closeup.png
The bar under the picture is 5 um long. Window x 50 to 70, y 75 to 95 um. Cells in grey, sequential cells in the stronger grey; small squares are vias.
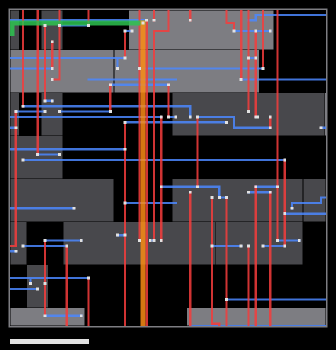
clock_nets.png
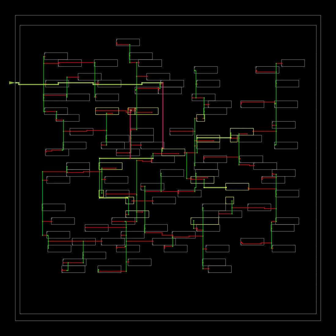
[src/rtl/conway_frame_scanner.sv]
// -----------------------------------------------------------------------------
// conway_frame_scanner
//
// Purpose:
//   Snapshots the flattened state vector of a ROWS x COLS Conway cell grid and
//   streams it out one row per beat over a valid/ready interface. Drives the
//   shared cell enable so that the grid advances exactly one generation per
//   fully delivered frame. Frames free-run while i_run is high, or are issued
//   one at a time on i_step_req pulses (coalesced while a frame is in flight).
//
// Optional feature (macro CONWAY_POPCOUNT_EN):
//   Adds o_pop_count, the live-cell total of the last delivered frame, loaded
//   when the generation step fires.
//
// Ports:
//   clk          in   system clock, rising edge
//   rst_n        in   asynchronous active-low reset
//   i_run        in   level; frames free-run while high
//   i_step_req   in   pulse; request one frame plus one generation
//   i_cells_q    in   ROWS*COLS live cell states, bit r*COLS+c = row r col c
//   o_cell_ena   out  one-cycle enable pulse to every cell
//   o_row_data   out  COLS bits of the presented snapshot row
//   o_row_idx    out  index of the presented row
//   o_row_valid  out  row beat valid
//   i_row_ready  in   consumer accepts the beat
//   o_frame_last out  high with o_row_valid on row ROWS-1
//   o_busy       out  registered, high whenever the FSM is not IDLE
//   o_gen_count  out  16-bit generation counter, wraps
//   o_pop_count  out  frame popcount (only with CONWAY_POPCOUNT_EN)
//
// state | meaning
// ------+---------------------------------------------------------------
// IDLE  | waiting for run or a pending step request
// SNAP  | one cycle; grid is latched into the snapshot on exit
// SEND  | presenting snapshot rows, advancing on each accepted beat
// STEP  | one cycle; cell enable high, grid advances on exit
// HOLD  | GEN_DIV-1 cycles of spacing before returning to IDLE
// -----------------------------------------------------------------------------
module conway_frame_scanner #(
    parameter int ROWS    = 8,
    parameter int COLS    = 8,
    parameter int GEN_DIV = 4
) (
    input  logic                           clk,
    input  logic                           rst_n,
    input  logic                           i_run,
    input  logic                           i_step_req,
    input  logic [ROWS*COLS-1:0]           i_cells_q,
    output logic                           o_cell_ena,
    output logic [COLS-1:0]                o_row_data,
    output logic [$clog2(ROWS)-1:0]        o_row_idx,
    output logic                           o_row_valid,
    input  logic                           i_row_ready,
    output logic                           o_frame_last,
    output logic                           o_busy,
`ifdef CONWAY_POPCOUNT_EN
    output logic [$clog2(ROWS*COLS+1)-1:0] o_pop_count,
`endif
    output logic [15:0]                    o_gen_count
);

    localparam int IW = $clog2(ROWS);
    localparam logic [IW-1:0] LAST_IDX = IW'(ROWS - 1);

    // Hold counter is a down-counter loaded on the STEP exit edge; with
    // GEN_DIV==1 the HOLD state is skipped and the counter is never used.
    localparam int HW = (GEN_DIV > 1) ? $clog2(GEN_DIV) : 1;
    localparam logic [HW-1:0] HOLD_LOAD = (GEN_DIV > 1) ? HW'(GEN_DIV - 2) : '0;

    typedef enum logic [2:0] {
        IDLE = 3'd0,
        SNAP = 3'd1,
        SEND = 3'd2,
        STEP = 3'd3,
        HOLD = 3'd4
    } state_t;

    state_t              r_state;
    state_t              w_state_nxt;
    logic                r_busy;
    logic                r_step_pending;
    logic [IW-1:0]       r_row_idx;
    logic [COLS-1:0]     r_snap [ROWS];
    logic [HW-1:0]       r_hold_cnt;
    logic [15:0]         r_gen_count;
    logic                w_xfer;
    logic                w_is_last;
    logic                w_start;

    assign w_is_last = (r_row_idx == LAST_IDX);
    assign w_xfer    = (r_state == SEND) && i_row_ready;
    assign w_start   = (r_state == IDLE) && (w_state_nxt == SNAP);

    always_comb begin
        w_state_nxt = r_state;
        case (r_state)
            IDLE: if (i_run || r_step_pending) w_state_nxt = SNAP;
            SNAP: w_state_nxt = SEND;
            SEND: if (w_xfer && w_is_last) w_state_nxt = STEP;
            STEP: w_state_nxt = (GEN_DIV > 1) ? HOLD : IDLE;
            HOLD: if (r_hold_cnt == '0) w_state_nxt = IDLE;
            default: w_state_nxt = IDLE;
        endcase
    end

    always_ff @(posedge clk or negedge rst_n) begin
        if (!rst_n) begin
            r_state        <= IDLE;
            r_busy         <= 1'b0;
            r_step_pending <= 1'b0;
            r_row_idx      <= '0;
            r_hold_cnt     <= '0;
            r_gen_count    <= '0;
            for (int r = 0; r < ROWS; r++) r_snap[r] <= '0;
        end else begin
            r_state <= w_state_nxt;
            r_busy  <= (w_state_nxt != IDLE);

            // Clearing on frame start wins over a coincident request, so a
            // pulse landing in the exit cycle does not produce a second frame.
            if (w_start)
                r_step_pending <= 1'b0;
            else if (i_step_req)
                r_step_pending <= 1'b1;

            if (r_state == SNAP) begin
                r_row_idx <= '0;
                for (int r = 0; r < ROWS; r++)
                    r_snap[r] <= i_cells_q[r*COLS +: COLS];
            end else if (w_xfer && !w_is_last) begin
                r_row_idx <= r_row_idx + 1'b1;
            end

            if (r_state == STEP)
                r_hold_cnt <= HOLD_LOAD;
            else if (r_state == HOLD && r_hold_cnt != '0)
                r_hold_cnt <= r_hold_cnt - 1'b1;

            if (r_state == STEP)
                r_gen_count <= r_gen_count + 16'd1;
        end
    end

`ifdef CONWAY_POPCOUNT_EN
    localparam int PW = $clog2(ROWS*COLS+1);

    logic [PW-1:0] r_pop_acc;
    logic [PW-1:0] r_pop_count;

    function automatic logic [PW-1:0] f_popcnt(input logic [COLS-1:0] v);
        logic [PW-1:0] s;
        s = '0;
        for (int i = 0; i < COLS; i++) s = s + PW'(v[i]);
        return s;
    endfunction

    always_ff @(posedge clk or negedge rst_n) begin
        if (!rst_n) begin
            r_pop_acc   <= '0;
            r_pop_count <= '0;
        end else begin
            if (r_state == SNAP)
                r_pop_acc <= '0;
            else if (w_xfer)
                r_pop_acc <= r_pop_acc + f_popcnt(o_row_data);

            if (r_state == STEP)
                r_pop_count <= r_pop_acc;
        end
    end

    assign o_pop_count = r_pop_count;
`endif

    assign o_cell_ena   = (r_state == STEP);
    assign o_row_valid  = (r_state == SEND);
    assign o_frame_last = (r_state == SEND) && w_is_last;
    assign o_row_data   = r_snap[r_row_idx];
    assign o_row_idx    = r_row_idx;
    assign o_busy       = r_busy;
    assign o_gen_count  = r_gen_count;

endmodule

[config.mk]
export PLATFORM = sky130hd
export DESIGN_NAME = conway_frame_scanner
export DESIGN_NICKNAME = d
export VERILOG_FILES = /design/src/rtl/conway_frame_scanner.sv
export SDC_FILE = /design/constraint.sdc
export NUM_CORES = 1
export LEC_CHECK = 0
export CAP_MARGIN = 20
export CORE_MARGIN = 1.5
export CORE_UTILIZATION = 30
export DETAILED_ROUTE_END_ITERATION = 10
export PLACE_DENSITY = 0.51
export SLEW_MARGIN = 20
export SYNTH_ARGS = -nofsm -noshare
export SYNTH_HDL_FRONTEND = slang
export SYNTH_SLANG_ARGS = --single-unit
[constraint.sdc]
create_clock -name clk -period 5.5 [get_ports clk]
set_input_delay 1.65 -clock clk [delete_from_list [all_inputs] [get_ports clk]]
set_output_delay 1.65 -clock clk [all_outputs]
set_load 0.05 [all_outputs]
==> impl_metrics.py <==
# Synthesis and PnR figures
metrics = {
    "yosys": {
        "synthFlopType": "dfrtp_1",
        "yosysSeqAreaShare_pct": 54.0,
        "syn-mean-instance-area_um2": 10.1,
        "edf_count": 0,
        "yosysWarnings": 0,
        "ys_types": 35,
    },
    "cells_and_area": {
        "stdcell_count": 684,
        "layout-drive-gt1-share_pct": 8.27,
        "top_register": "r_snap",
    },
    "drt": {
        "vias_per_cell": 4.52,
        "routed_wl_um": 9830,
    },
    "setup_path": {
        "worstPathArrival_ps": 2980,
        "crit_fanout": 18,
        "cp-start-kind": "flop",
        "crit_path_end_kind": "primary output",
        "endpoint": "o_row_data[4]",
    },
    "floorplanning": {
        "chip_area_um2": 14600,
    },
    "sta": {
        "finalCriticalPeriod_ps": 4630,
        "fmax_ghz": 0.216,
        "max-slew-margin-rel_pct": 35.5,
    },
    "pwr": {
        "finalPower_uw": 3150,
    },
    "placed_design": {
        "gp_congestion": 0.789,
    },
    "outcome": {
        "status": "finished clean",
    },
    "global_routing": {
        "grt_usage_pct": 14.1,
        "overflow": 0,
    },
}
-- closeup.png (at the start) --
| layer | colour |
|---|---|
| M4 | orange |
| M1 | blue |
| M3 | green |
| M2 | red |
cells with their middle in the window: 13
netlist names of flops here include: r_snap (3)
most frequent: nand2_1 (4), dfrtp_1 (3)
sequential cells in the window: 3

-- clock_nets.png (at the start) --
CTS Sinks: 90
CTS Buf Count: 9

==> through the flow <==
step                      instance area (um^2)  util (%)
after global routing                      5580      41.6
after detailed placement                  5280      39.4
after CTS                                 5580      41.6
after global placement                    5280      39.4
after floorplan                           4170         -
final                                     5580      41.6
==> routing by layer <==
layer	up-vias	wire [um]
met5	-	0
met4	0	44
met3	4	620
met2	91	4660
met1	1470	4500
li1	1525	-
==> cells in the mapped netlist, drive strengths merged (3+ instances only) <==
master	count	share of area, %
a21oi	3	0.36
buf	18	2.7
clkbuf	5	0.45
dfrtp	90	54
ha	4	1.2
inv	7	0.63
mux2	8	2.9
mux4	16	9.4
nand2	202	18
nand3	7	0.84
nand4	5	0.75
nor2	7	0.63
nor3	5	0.99
o21ai	4	0.48
xnor2	13	2.7
xor2	3	0.63
==> logic make-up (layout without fill, tap and decap cells) <==
family                     count (synthesis)  in the layout  synth area share, %
AOI/OAI and AO/OA                         12             12                 1.62
xor gates and xnor gates                  16             16                 3.36
adders and majority gates                  4              4                 1.20
buffers and inverters                     30            125                 3.78
DFF                                       90             90                 54.0
muxes                                     24             24                 12.2
and+or+nand+nor                          237            237                 23.8
==> cell type report <==
type                       instances  area [um^2]  area share [%]
inverter                           7         26.3           0.471
tap                              176          220            3.95
clock inverter                     7         76.3            1.37
timing repair buffer             102         1010            18.2
clock buffer                       9          225            4.04
sequential                        90         2250            40.4
multi-input combinational        293         1770            31.6
==> power groups by stage <==
stage | logic (uW) | clock network (uW) | registers [uW]
detailed placement | 1360 | 0 | 1200
global placement | 1340 | 0 | 1200
finish | 1340 | 621 | 1190
floorplan | 1020 | 0 | 1140
CTS | 1370 | 638 | 1200
global route | 1480 | 667 | 1230
Power and IR drop assume default switching activity.
